### Metal layers overlaid

Scale: 2 px per um. Only two layers are drawn.
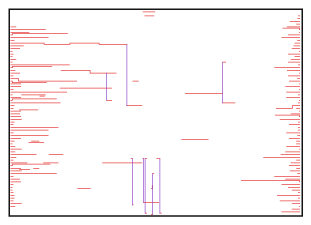
### I/O pins on the die edge

Scale: 2 px per um. Pins as bars across the die edge, other pins in gray.
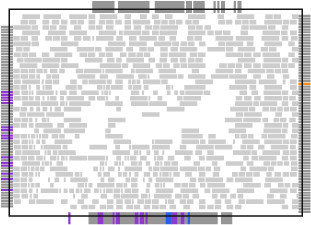
### The metal 4 layer

Scale: 2 px per um.
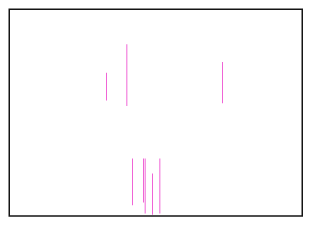
### Gate families picked out

Scale: 2 px per um.
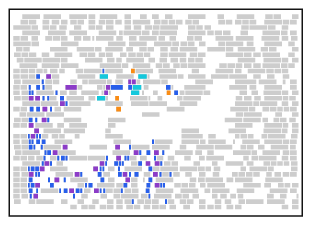
### Clock routing

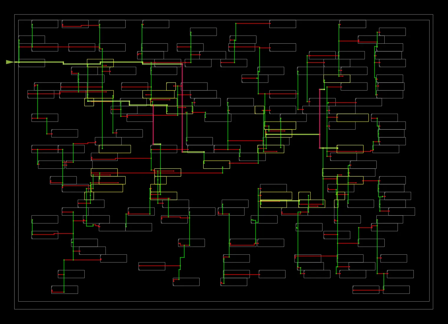
File: config.mk
export PLATFORM = sky130hd
export DESIGN_NAME = mem_port_arbiter_flat
export DESIGN_NICKNAME = d
export VERILOG_FILES = /design/src/rtl/mem_port_arbiter_if.sv /design/src/rtl/mem_port_arbiter.sv /design/src/flat_wrapper.sv
export SDC_FILE = /design/constraint.sdc
export NUM_CORES = 1
export LEC_CHECK = 0
export CORE_ASPECT_RATIO = 0.7
export CORE_UTILIZATION = 40
export CTS_CLUSTER_SIZE = 40
export DETAILED_ROUTE_END_ITERATION = 6
export PLACE_DENSITY = 0.78
export RECOVER_POWER = 25
export SLEW_MARGIN = 15
export SYNTH_ARGS = -nofsm -noshare
export SYNTH_HDL_FRONTEND = slang
export SYNTH_SLANG_ARGS = --single-unit
File: constraint.sdc
create_clock -name clk -period 8.84 [get_ports clk]
set_input_delay 1.326 -clock clk [delete_from_list [all_inputs] [get_ports clk]]
set_output_delay 1.326 -clock clk [all_outputs]
set_load 0.05 [all_outputs]
File: src/rtl/mem_port_arbiter_if.sv
// Bus bundle between the pipeline requesters, the shared memory port and the arbiter.
// slave  : arbiter view (takes requests, drives the memory port and completions).
// master : environment view (pipeline stages plus memory model).
interface mem_port_arbiter_if;
   // Fetch port
   logic        if_req;
   logic [31:0] if_addr;
   logic [31:0] if_rdata;
   logic        if_valid;
   logic        if_stall;
   // Data port
   logic        d_req;
   logic        d_we;
   logic [31:0] d_addr;
   logic [31:0] d_wdata;
   logic [3:0]  d_wstrb;
   logic [31:0] d_rdata;
   logic        d_valid;
   logic        d_stall;
   // Memory port
   logic        mem_en;
   logic        mem_we;
   logic [31:0] mem_addr;
   logic [31:0] mem_wdata;
   logic [3:0]  mem_wstrb;
   logic [31:0] mem_rdata;
   logic        mem_rvalid;

   modport slave (
      input  if_req, if_addr, d_req, d_we, d_addr, d_wdata, d_wstrb, mem_rdata, mem_rvalid,
      output if_rdata, if_valid, if_stall, d_rdata, d_valid, d_stall,
      output mem_en, mem_we, mem_addr, mem_wdata, mem_wstrb
   );

   modport master (
      output if_req, if_addr, d_req, d_we, d_addr, d_wdata, d_wstrb, mem_rdata, mem_rvalid,
      input  if_rdata, if_valid, if_stall, d_rdata, d_valid, d_stall,
      input  mem_en, mem_we, mem_addr, mem_wdata, mem_wstrb
   );
endinterface

File: src/rtl/mem_port_arbiter.sv
// Shares one memory port between instruction fetch and data accesses.
// Data wins ties; a consecutive-grant counter forces a fetch after STARVE_LIMIT data grants.
// Optional WAIT-state watchdog enabled by defining ARB_TIMEOUT_EN.
module mem_port_arbiter #(
   parameter int unsigned STARVE_LIMIT   = 4,
   parameter int unsigned TIMEOUT_CYCLES = 16
) (
   input  logic              clk,
   input  logic              reset,
   mem_port_arbiter_if.slave bus,
   output logic              busy,
   output logic              timeout_err
);
   localparam int unsigned StarveW = $clog2(STARVE_LIMIT + 1);

   typedef enum logic [1:0] {StIdle, StIssue, StWait, StResp} state_e;

   state_e             state_q, state_d;
   logic               gnt_data_q, gnt_data_d;
   logic [StarveW-1:0] starve_cnt_q, starve_cnt_d;
   logic               mem_en_q, mem_en_d;
   logic               mem_we_q, mem_we_d;
   logic [31:0]        mem_addr_q, mem_addr_d;
   logic [31:0]        mem_wdata_q, mem_wdata_d;
   logic [3:0]         mem_wstrb_q, mem_wstrb_d;
   logic [31:0]        if_rdata_q, if_rdata_d;
   logic [31:0]        d_rdata_q, d_rdata_d;
   logic               if_valid_q, if_valid_d;
   logic               d_valid_q, d_valid_d;
   logic               busy_q, busy_d;
   logic               timeout_err_q, timeout_err_d;
   logic               tmo_fire;
   logic [31:0]        resp_data;

`ifdef ARB_TIMEOUT_EN
   localparam int unsigned TmoW = $clog2(TIMEOUT_CYCLES + 1);
   logic [TmoW-1:0] tmo_cnt_q, tmo_cnt_d;

   // Watchdog: counts WAIT cycles without a response, restarts on every entry to WAIT
   always_comb begin
      tmo_cnt_d = '0;
      tmo_fire  = 1'b0;
      if (state_q == StWait && !bus.mem_rvalid) begin
         if (tmo_cnt_q == TmoW'(TIMEOUT_CYCLES - 1)) begin
            tmo_fire = 1'b1;
         end else begin
            tmo_cnt_d = tmo_cnt_q + TmoW'(1);
         end
      end
   end

   // Watchdog counter register
   always_ff @(posedge clk or posedge reset) begin
      if (reset) begin
         tmo_cnt_q <= '0;
      end else begin
         tmo_cnt_q <= tmo_cnt_d;
      end
   end
`else
   assign tmo_fire = 1'b0;
`endif

   // Next state, grant decision and registered output values
   always_comb begin
      state_d       = state_q;
      gnt_data_d    = gnt_data_q;
      starve_cnt_d  = starve_cnt_q;
      mem_we_d      = mem_we_q;
      mem_addr_d    = mem_addr_q;
      mem_wdata_d   = mem_wdata_q;
      mem_wstrb_d   = mem_wstrb_q;
      if_rdata_d    = if_rdata_q;
      d_rdata_d     = d_rdata_q;
      if_valid_d    = 1'b0;
      d_valid_d     = 1'b0;
      timeout_err_d = 1'b0;
      resp_data     = bus.mem_rvalid ? bus.mem_rdata : 32'hDEADBEEF;

      unique case (state_q)
         StIdle: begin
            if (bus.if_req || bus.d_req) begin
               state_d    = StIssue;
               gnt_data_d = bus.d_req &&
                            !(bus.if_req && starve_cnt_q == StarveW'(STARVE_LIMIT));
               if (gnt_data_d) begin
                  mem_we_d    = bus.d_we;
                  mem_addr_d  = bus.d_addr;
                  mem_wdata_d = bus.d_wdata;
                  mem_wstrb_d = bus.d_we ? bus.d_wstrb : 4'h0;
                  if (!bus.if_req) begin
                     starve_cnt_d = '0;
                  end else if (starve_cnt_q != StarveW'(STARVE_LIMIT)) begin
                     starve_cnt_d = starve_cnt_q + StarveW'(1);
                  end
               end else begin
                  mem_we_d     = 1'b0;
                  mem_addr_d   = bus.if_addr;
                  mem_wdata_d  = '0;
                  mem_wstrb_d  = 4'h0;
                  starve_cnt_d = '0;
               end
            end
         end
         StIssue: state_d = StWait;
         StWait: begin
            if (bus.mem_rvalid || tmo_fire) begin
               state_d       = StResp;
               timeout_err_d = tmo_fire;
               if (gnt_data_q) begin
                  d_valid_d = 1'b1;
                  // Stores leave d_rdata alone unless the watchdog reports an error
                  if (!mem_we_q || tmo_fire) begin
                     d_rdata_d = resp_data;
                  end
               end else begin
                  if_valid_d = 1'b1;
                  if_rdata_d = resp_data;
               end
            end
         end
         StResp: state_d = StIdle;
         default: state_d = StIdle;
      endcase

      mem_en_d = (state_d == StIssue);
      busy_d   = (state_d != StIdle);
   end

   // State and output registers
   always_ff @(posedge clk or posedge reset) begin
      if (reset) begin
         state_q       <= StIdle;
         gnt_data_q    <= 1'b0;
         starve_cnt_q  <= '0;
         mem_en_q      <= 1'b0;
         mem_we_q      <= 1'b0;
         mem_addr_q    <= '0;
         mem_wdata_q   <= '0;
         mem_wstrb_q   <= '0;
         if_rdata_q    <= '0;
         d_rdata_q     <= '0;
         if_valid_q    <= 1'b0;
         d_valid_q     <= 1'b0;
         busy_q        <= 1'b0;
         timeout_err_q <= 1'b0;
      end else begin
         state_q       <= state_d;
         gnt_data_q    <= gnt_data_d;
         starve_cnt_q  <= starve_cnt_d;
         mem_en_q      <= mem_en_d;
         mem_we_q      <= mem_we_d;
         mem_addr_q    <= mem_addr_d;
         mem_wdata_q   <= mem_wdata_d;
         mem_wstrb_q   <= mem_wstrb_d;
         if_rdata_q    <= if_rdata_d;
         d_rdata_q     <= d_rdata_d;
         if_valid_q    <= if_valid_d;
         d_valid_q     <= d_valid_d;
         busy_q        <= busy_d;
         timeout_err_q <= timeout_err_d;
      end
   end

   assign bus.mem_en    = mem_en_q;
   assign bus.mem_we    = mem_we_q;
   assign bus.mem_addr  = mem_addr_q;
   assign bus.mem_wdata = mem_wdata_q;
   assign bus.mem_wstrb = mem_wstrb_q;
   assign bus.if_rdata  = if_rdata_q;
   assign bus.d_rdata   = d_rdata_q;
   assign bus.if_valid  = if_valid_q;
   assign bus.d_valid   = d_valid_q;
   // Stalls follow the live request so a dropped request releases the stage at once
   assign bus.if_stall  = bus.if_req & ~if_valid_q;
   assign bus.d_stall   = bus.d_req & ~d_valid_q;
   assign busy          = busy_q;
   assign timeout_err   = timeout_err_q;
endmodule

File: src/flat_wrapper.sv
// flat-port wrapper written by rule: the top's interface ports become plain ports
module mem_port_arbiter_flat 
#(
   parameter int unsigned STARVE_LIMIT   = 4,
   parameter int unsigned TIMEOUT_CYCLES = 16
)
  (clk, reset, busy, timeout_err, bus_if_req, bus_if_addr, bus_d_req, bus_d_we, bus_d_addr, bus_d_wdata, bus_d_wstrb, bus_mem_rdata, bus_mem_rvalid, bus_if_rdata, bus_if_valid, bus_if_stall, bus_d_rdata, bus_d_valid, bus_d_stall, bus_mem_en, bus_mem_we, bus_mem_addr, bus_mem_wdata, bus_mem_wstrb);
  mem_port_arbiter_if bus_i ();
  input  logic clk;
  input  logic reset;
  output logic busy;
  output logic timeout_err;
  input wire logic [$bits(bus_i.if_req)-1:0] bus_if_req;
  input wire logic [$bits(bus_i.if_addr)-1:0] bus_if_addr;
  input wire logic [$bits(bus_i.d_req)-1:0] bus_d_req;
  input wire logic [$bits(bus_i.d_we)-1:0] bus_d_we;
  input wire logic [$bits(bus_i.d_addr)-1:0] bus_d_addr;
  input wire logic [$bits(bus_i.d_wdata)-1:0] bus_d_wdata;
  input wire logic [$bits(bus_i.d_wstrb)-1:0] bus_d_wstrb;
  input wire logic [$bits(bus_i.mem_rdata)-1:0] bus_mem_rdata;
  input wire logic [$bits(bus_i.mem_rvalid)-1:0] bus_mem_rvalid;
  output wire logic [$bits(bus_i.if_rdata)-1:0] bus_if_rdata;
  output wire logic [$bits(bus_i.if_valid)-1:0] bus_if_valid;
  output wire logic [$bits(bus_i.if_stall)-1:0] bus_if_stall;
  output wire logic [$bits(bus_i.d_rdata)-1:0] bus_d_rdata;
  output wire logic [$bits(bus_i.d_valid)-1:0] bus_d_valid;
  output wire logic [$bits(bus_i.d_stall)-1:0] bus_d_stall;
  output wire logic [$bits(bus_i.mem_en)-1:0] bus_mem_en;
  output wire logic [$bits(bus_i.mem_we)-1:0] bus_mem_we;
  output wire logic [$bits(bus_i.mem_addr)-1:0] bus_mem_addr;
  output wire logic [$bits(bus_i.mem_wdata)-1:0] bus_mem_wdata;
  output wire logic [$bits(bus_i.mem_wstrb)-1:0] bus_mem_wstrb;
  assign bus_i.if_req = bus_if_req;
  assign bus_i.if_addr = bus_if_addr;
  assign bus_i.d_req = bus_d_req;
  assign bus_i.d_we = bus_d_we;
  assign bus_i.d_addr = bus_d_addr;
  assign bus_i.d_wdata = bus_d_wdata;
  assign bus_i.d_wstrb = bus_d_wstrb;
  assign bus_i.mem_rdata = bus_mem_rdata;
  assign bus_i.mem_rvalid = bus_mem_rvalid;
  assign bus_if_rdata = bus_i.if_rdata;
  assign bus_if_valid = bus_i.if_valid;
  assign bus_if_stall = bus_i.if_stall;
  assign bus_d_rdata = bus_i.d_rdata;
  assign bus_d_valid = bus_i.d_valid;
  assign bus_d_stall = bus_i.d_stall;
  assign bus_mem_en = bus_i.mem_en;
  assign bus_mem_we = bus_i.mem_we;
  assign bus_mem_addr = bus_i.mem_addr;
  assign bus_mem_wdata = bus_i.mem_wdata;
  assign bus_mem_wstrb = bus_i.mem_wstrb;
  mem_port_arbiter #(.STARVE_LIMIT(STARVE_LIMIT), .TIMEOUT_CYCLES(TIMEOUT_CYCLES)) u_core (.clk(clk), .reset(reset), .bus(bus_i), .busy(busy), .timeout_err(timeout_err));
endmodule
==> CHANGELOG.md <==
### Metrics

* DR vias at 4722
* Fin. Hold Viols at 0
* Final period util at 63.3%
* Arrival time at the worst endpoint at 4.27 ns
* Tap cells at 190
* Area added between synthesis and finish at 61.0%
* CTS-repair resized insts at 0
* Core Util, Final at 66.4%
* Final Max Slew Viols at 144
* IO Count at 278
* Dominant logic cell type in the layout: clkdlybuf4s50_1
* Half-perimeter wire length after placement at 11400 um
* Fin cells at 914
* Worst Hold Slack at 0.493 ns
* Clock share of power at 19.0%
* Max-Cap Viols at 3
* Sequential power at 1130 uW
* Initial antenna violation count at 0
* Violated checks: max-capacitance violations, max-slew violations
* Yosys Instances at 449
* Chip area at 14900 um2
* Multi-input gates at 259
* Most frequent logic cells in the routed design: 273 x clkdlybuf4s50_1, 143 x dfrtp_1, 65 x nand2_1, 60 x mux2_2, 33 x a22o_1
* Die Height at 103 um
* Status: finished, violations left
* Worst Hold End: u_core.gnt_data_q$_DFFE_PP0P_
* Hold path startpoint: u_core.gnt_data_q$_DFFE_PP0P_
* Clock buffer count from CTS at 17
About 'Metal layers overlaid':
layer	color	wire length
metal 3	red	1140 um
metal 4	purple	184 um

About 'I/O pins on the die edge':
port	color	pins	direction	edge
bus_mem_addr	purple	32	output	17 bottom, 15 left
reset	orange	1	input	right
bus_d_wstrb	blue	4	input	bottom

About 'The metal 4 layer':
nets with wire on the layer	7
main direction	vertical
wire length on this layer	184 um
longest straight run	30.6 um
share of all routed wire	1.1%

About 'Gate families picked out':
family	color	cells
adder and majority cells	cyan	5
NAND gates	blue	101
AND and OR gates	orange	4
inverting AOI/OAI gates	purple	37

About 'Clock routing':
Clock Sink Count: 143
Clock group: 822 uW
clkbuf count: 18
Clock Skew: 0.0103 ns
worst-skew pair later-pin latency: 0.41 ns

[worst max-delay path: stages]
cell             delay, ns
dlygate4sd3_1         0.54
clkbuf_1              1.27
nor2b_1               0.28
clkdlybuf4s50_1       0.83
[kinds of logic (layout without fill, tap and decap cells)]
group	after synthesis	in the layout	share of synthesized area, %
AND-OR/OR-AND	78	78	11.0
adder cells (fa/ha/maj)	5	5	1.08
buffers and inverters	47	322	4.15
flip-flops	143	143	61.9
multiplexers	64	64	12.5
other	1	1	0.0649
AND/OR/NAND/NOR	111	111	9.35
[per-layer routing]
metal  routed length (um)  vias to the layer above  part of all wire (%)  global-route usage (%)
li1                     -                     2155                     -                       -
met1                 6690                     2356                    41                    27.7
met2                 8200                      194                    51                    37.3
met3                 1140                       17                   7.0                    6.73
met4                  184                        0                   1.1                    6.56
met5                    0                        -                     0                       0
[synth_stat cells, types with 2 or more instances]
library cell	number	area [um2]
mux2_2	60	676
mux2_1	4	45.0
buf_6	4	45.0
nand4_1	32	200
nor2b_1	3	18.8
and3_1	2	12.5
buf_4	2	15.0
a32o_1	5	50.1
dfrtp_1	143	3580
o211ai_1	32	240
a22o_1	33	289
clkbuf_1	13	48.8
inv_1	7	26.3
a31oi_1	2	12.5
ha_1	5	62.6
nor2_1	2	7.51
buf_2	21	105
nand2_1	65	244
nand2b_1	2	12.5
[through the flow]
| step | total power (uW) | setup WS [ns] |
|---|---|---|
| 6_report | 4320 | 3.24 |
| 5_1_grt | 4510 | 3.15 |
| 4_1_cts | 4360 | 4.29 |
| 3_5_place_dp | 3520 | 4.30 |
| 3_3_place_gp | 3460 | 4.33 |
| 2_1_floorplan | 2700 | 3.68 |
Power is estimated from default activity; no workload was simulated.
